`src/rtl/fetch_queue.sv`:
```
// -----------------------------------------------------------------------------
// fetch_queue
//
// Instruction-fetch front end. Issues sequential fetch requests to instruction
// memory over a request/grant handshake, accepts in-order responses of
// variable latency, and buffers the returned instructions, each tagged with
// its PC + IpIncrement, in a Depth-entry FIFO that feeds the decode stage.
// A branch/jump redirect flushes the FIFO and silently discards responses
// that are still in flight for the abandoned path.
//
// Ports
//   Clk, Rst        : rising-edge clock, asynchronous active-low reset
//   InstAddr        : fetch address, valid whenever InstRead is high
//   InstRead        : fetch request
//   InstGnt         : memory accepts the request this cycle
//   InstValid       : in-order response valid
//   Instruction     : response data
//   Redirect        : branch/jump taken, highest priority
//   RedirectAddr    : new fetch target
//   Pop             : decode consumes the head entry
//   Valid_id        : head entry valid
//   Instruction_id  : head instruction
//   PcAdderOut_id   : head PC + IpIncrement
//   ProtoErr        : sticky, a response arrived with nothing outstanding
// -----------------------------------------------------------------------------
module fetch_queue #(
  parameter int unsigned          DataWidth   = 32,
  parameter int unsigned          AddrWidth   = 32,
  parameter int unsigned          Depth       = 4,
  parameter int unsigned          IpIncrement = 4,
  parameter logic [AddrWidth-1:0] ResetVector = '0
) (
  input  logic                 Clk,
  input  logic                 Rst,
  output logic [AddrWidth-1:0] InstAddr,
  output logic                 InstRead,
  input  logic                 InstGnt,
  input  logic                 InstValid,
  input  logic [DataWidth-1:0] Instruction,
  input  logic                 Redirect,
  input  logic [AddrWidth-1:0] RedirectAddr,
  input  logic                 Pop,
  output logic                 Valid_id,
  output logic [DataWidth-1:0] Instruction_id,
  output logic [AddrWidth-1:0] PcAdderOut_id,
  output logic                 ProtoErr
);

  localparam int unsigned CntW = $clog2(Depth + 1);
  localparam int unsigned PtrW = $clog2(Depth);

  localparam logic [AddrWidth-1:0] PcStep      = AddrWidth'(IpIncrement);
  localparam logic [CntW:0]        CreditLimit = (CntW + 1)'(Depth);

  // Architectural state
  logic [AddrWidth-1:0] fetch_pc_q, fetch_pc_d;
  logic [AddrWidth-1:0] resp_pc_q, resp_pc_d;
  logic [CntW-1:0]      count_q, count_d;
  logic [CntW-1:0]      outstanding_q, outstanding_d;
  logic [CntW-1:0]      drop_cnt_q, drop_cnt_d;
  logic [PtrW-1:0]      wr_ptr_q, wr_ptr_d;
  logic [PtrW-1:0]      rd_ptr_q, rd_ptr_d;
  logic                 proto_err_q, proto_err_d;

  // FIFO storage
  logic [DataWidth-1:0] inst_buf_q [Depth];
  logic [DataWidth-1:0] inst_buf_d [Depth];
  logic [AddrWidth-1:0] pc_buf_q   [Depth];
  logic [AddrWidth-1:0] pc_buf_d   [Depth];

  // Handshake decode
  logic [CntW:0] credit_sum;
  logic          inst_read;
  logic          grant;
  logic          resp_ok;
  logic          resp_err;
  logic          resp_drop;
  logic          push;
  logic          pop;
  logic          fifo_nonempty;

  // Credits are taken from registered Count and Outstanding only, so there
  // is no combinational path from Pop to InstRead. The request is held low
  // while reset is asserted even though the counters already read zero.
  assign credit_sum    = {1'b0, count_q} + {1'b0, outstanding_q};
  assign inst_read     = Rst && !Redirect && (credit_sum < CreditLimit);
  assign grant         = inst_read && InstGnt;
  assign fifo_nonempty = (count_q != '0);

  // A response with nothing outstanding is a protocol violation and is
  // otherwise ignored. Stale responses (DropCnt>0) are consumed but not
  // buffered. A redirect cancels any push or pop in its own cycle.
  assign resp_ok   = InstValid && (outstanding_q != '0);
  assign resp_err  = InstValid && (outstanding_q == '0);
  assign resp_drop = resp_ok && (drop_cnt_q != '0);
  assign push      = resp_ok && (drop_cnt_q == '0) && !Redirect;
  assign pop       = fifo_nonempty && Pop && !Redirect;

  assign InstRead       = inst_read;
  assign InstAddr       = fetch_pc_q;
  assign Valid_id       = fifo_nonempty;
  assign Instruction_id = inst_buf_q[rd_ptr_q];
  assign PcAdderOut_id  = pc_buf_q[rd_ptr_q];
  assign ProtoErr       = proto_err_q;

  // Next-state computation. Normal fetch/response/pop bookkeeping is done
  // first; a redirect then overrides the PCs, the FIFO and the drop count.
  always_comb begin
    fetch_pc_d    = fetch_pc_q;
    resp_pc_d     = resp_pc_q;
    count_d       = count_q;
    drop_cnt_d    = drop_cnt_q;
    wr_ptr_d      = wr_ptr_q;
    rd_ptr_d      = rd_ptr_q;
    proto_err_d   = proto_err_q | resp_err;
    inst_buf_d    = inst_buf_q;
    pc_buf_d      = pc_buf_q;
    outstanding_d = outstanding_q + CntW'(grant) - CntW'(resp_ok);

    if (grant) begin
      fetch_pc_d = fetch_pc_q + PcStep;
    end

    if (resp_drop) begin
      drop_cnt_d = drop_cnt_q - CntW'(1);
    end

    if (push) begin
      inst_buf_d[wr_ptr_q] = Instruction;
      pc_buf_d[wr_ptr_q]   = resp_pc_q + PcStep;
      wr_ptr_d             = wr_ptr_q + PtrW'(1);
      resp_pc_d            = resp_pc_q + PcStep;
    end

    if (pop) begin
      rd_ptr_d = rd_ptr_q + PtrW'(1);
    end

    case ({push, pop})
      2'b10:   count_d = count_q + CntW'(1);
      2'b01:   count_d = count_q - CntW'(1);
      default: count_d = count_q;
    endcase

    // Every request still outstanding after this cycle belongs to the
    // abandoned path, so the drop count is reloaded from Outstanding_next.
    // A grant cannot coincide because InstRead is forced low.
    if (Redirect) begin
      count_d    = '0;
      wr_ptr_d   = '0;
      rd_ptr_d   = '0;
      fetch_pc_d = RedirectAddr;
      resp_pc_d  = RedirectAddr;
      drop_cnt_d = outstanding_d;
    end
  end

  // State and storage registers; reset clears the storage as well so the
  // head outputs read zero while in reset.
  always_ff @(posedge Clk or negedge Rst) begin
    if (!Rst) begin
      fetch_pc_q    <= ResetVector;
      resp_pc_q     <= ResetVector;
      count_q       <= '0;
      outstanding_q <= '0;
      drop_cnt_q    <= '0;
      wr_ptr_q      <= '0;
      rd_ptr_q      <= '0;
      proto_err_q   <= 1'b0;
      inst_buf_q    <= '{default: '0};
      pc_buf_q      <= '{default: '0};
    end else begin
      fetch_pc_q    <= fetch_pc_d;
      resp_pc_q     <= resp_pc_d;
      count_q       <= count_d;
      outstanding_q <= outstanding_d;
      drop_cnt_q    <= drop_cnt_d;
      wr_ptr_q      <= wr_ptr_d;
      rd_ptr_q      <= rd_ptr_d;
      proto_err_q   <= proto_err_d;
      inst_buf_q    <= inst_buf_d;
      pc_buf_q      <= pc_buf_d;
    end
  end

endmodule
```
`config.mk`:
```
export PLATFORM = sky130hd
export DESIGN_NAME = fetch_queue
export DESIGN_NICKNAME = d
export VERILOG_FILES = /design/src/rtl/fetch_queue.sv
export SDC_FILE = /design/constraint.sdc
export NUM_CORES = 1
export LEC_CHECK = 0
export CAP_MARGIN = 15
export CORE_MARGIN = 2
export CORE_UTILIZATION = 40
export CTS_BUF_LIST = sky130_fd_sc_hd__clkbuf_2 sky130_fd_sc_hd__clkbuf_4 sky130_fd_sc_hd__clkbuf_8
export DETAILED_ROUTE_END_ITERATION = 8
export PLACE_DENSITY = 0.58
export SYNTH_ARGS = -nofsm -noshare
export SYNTH_HDL_FRONTEND = slang
export SYNTH_SLANG_ARGS = --single-unit
```
`constraint.sdc`:
```
create_clock -name Clk -period 4.6 [get_ports Clk]
set_input_delay 0.92 -clock Clk [delete_from_list [all_inputs] [get_ports Clk]]
set_output_delay 0.92 -clock Clk [all_outputs]
set_load 0.005 [all_outputs]
```
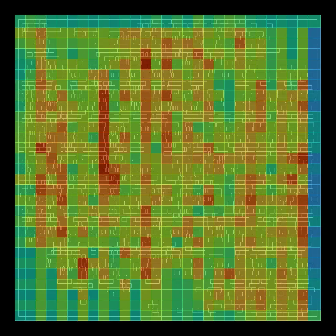
*Congestion heat map*
gr usage total: 19.0%
detailed-route wire length per cell: 18.8 microns
GR peak layer: met2
met1 Usage GRT: 27.3%
Util after Layout: 49.5%

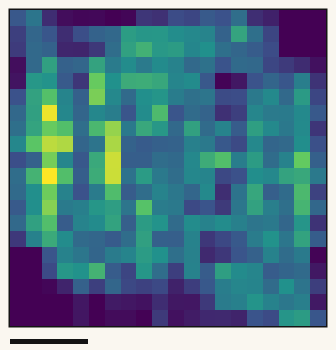
*Wire density map*
Bar = 50 microns. The die is cut into 20 by 20 equal tiles; dark purple is low, yellow is high, scaled to the fullest tile. Values are wire area over tile area, all layers added.
The fullest tile reaches 0.41. The densest ninth of the die: middle left. 21% of the tiles are over half the peak. 8.0% of the tiles are nearly empty.
Total Wirelength: 37.9 mm
DR vias: 10500

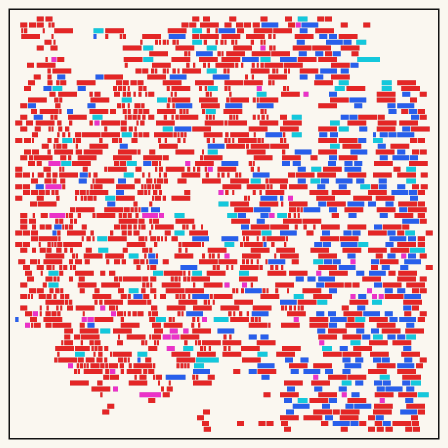
*Cells by drive strength*
Magenta stands for _3 and _4 cells, cells 47, share 3.1%, most used buf_4. Red stands for _0 and _1 cells, cells 1135, share 76%, most used dfrtp_1. Cyan stands for _6 and larger, cells 84, share 5.6%, most used clkbuf_8. Blue stands for _2 cells, cells 231, share 15%, most used mux2_2.

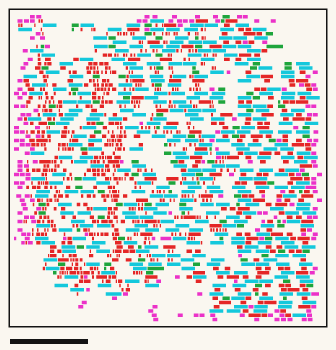
*Cell classes on the final placement*
Bar = 50 microns.
Green stands for clock drivers and dummy loads, cells 104, share of their area 7.1%. Cyan stands for flops, cells 334, share of their area 45%. Red stands for combinational and other logic, cells 870, share of their area 37%. Magenta stands for other buffers and delay cells, cells 189, share of their area 10%.
Core ar.: 38600 sq um
Seq area share: 43.8%

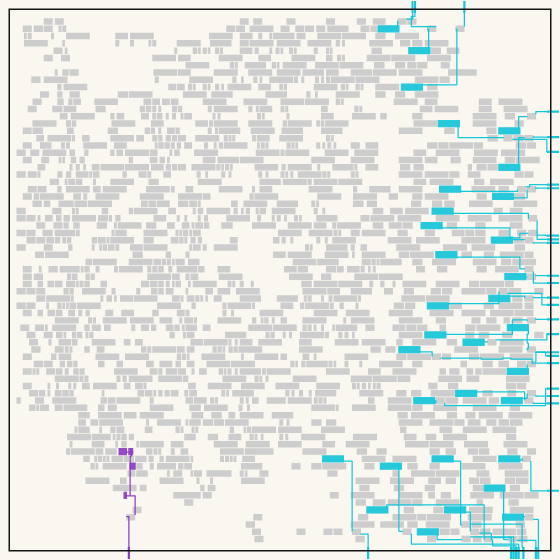
*Port wiring*
Cyan stands for `Instruction_id`, bits 32, direction output, edge 21 right, 8 bottom, 3 top, end cells 32, wire 970 microns. Purple stands for `InstValid`, bits 1, direction input, edge bottom, end cells 4, wire 44.6 microns.
Port Buffers: 168
I/O pins: 169

==> results.txt <==
fresh numbers from the pnr run: top flop regs=inst_buf_q: 128 flops, pc_buf_q: 128 flops, Synth Instances=~1300, crit start category=flop, DP Worst Slack=between 1 and 1.5 ns, Post-synth EDFFs=0, clock-pin transition on the worst setup and hold timing paths=0.06 ns, RSZ-0062 raised after global routing=false, max layer used=met4, iteration-0 DRC count of the detailed router=between 400 and 500, sequential power=around 3900 uW, Latency at later pin=0.63 ns, clock buffers=approximately 97, Reg2Reg Setup Slack=1.56 ns, overflow left after global routing=0, max-slew violation count=0, Post-Route Skew=roughly 0.028 ns, mi-comb count=851, syn avg cell area=12.2 sq um, Crit Path Class=flop to primary output, Post-synth ARST share=100%, clk sinks=between 300 and 400, highest clock rate=between 200 and 300 MHz, clock share of power=30.6%, routing usage on met2=29.1%, HPWL Detailed=around 25 mm, final setup TNS=0 ns, initial antenna violation count=0, Layout clock area frac=under 10%, crit end category=primary output, Netlist cell types=between 50 and 60, first-pass GRT wire length=just over 60 mm, Comb/total area=approximately 36%, Req. time, crit path=between 3 and 4 ns, Flop pwr share=about two fifths, H-tree Lvls=2, Slew headroom=a little over a third, Rows=about 72, XOR Share, Synth=between 4 and 5%, Seq Cell Count=334, reg-to-reg endpoint=drop_cnt_q[2], Critical path destination=PcAdderOut_id[19], Hold Vio Cnt, Final=0, Die Span X=approximately 200 microns, Comb. pwr=2850 uW, Final Cycle Share=between 70% and 80%, Hold/Removal Path Class=input port to async pin, CTS Hold Bufs=0, status=finished, final reports clean, vias in the first global route=about 11000
## synth_stat cells, drive strengths merged, types with 11 or more instances
library cell	count
mux4	64
buf	49
a21boi	11
nor2	33
and3	11
dfrtp	334
xnor2	33
nand3	48
xor2	43
mux2	150
nor3	14
nand4	34
ha	12
inv	18
clkbuf	30
nand2	178
o21ai	150
## metrics by stage
step | hold slack, ns | util [%] | area [sq um] | cells
floorplan | 0.445 | - | 15600 | 1284
global placement | 0.457 | 46.1 | 17800 | 1911
detailed placement | 0.466 | 46.1 | 17800 | 1911
CTS | 0.0879 | 49.5 | 19100 | 2015
global route | 0.0998 | 49.5 | 19100 | 2015
finish | 0.136 | 49.5 | 19100 | 2015
## worst max-delay path: stages, from the launching register on
cell and delay, ns:
dfrtp_2 0.73, buf_4 0.47, mux4_2 0.37, clkdlybuf4s50_1 0.54
Power figures rest on the tool's default switching activity, not on a simulated workload.
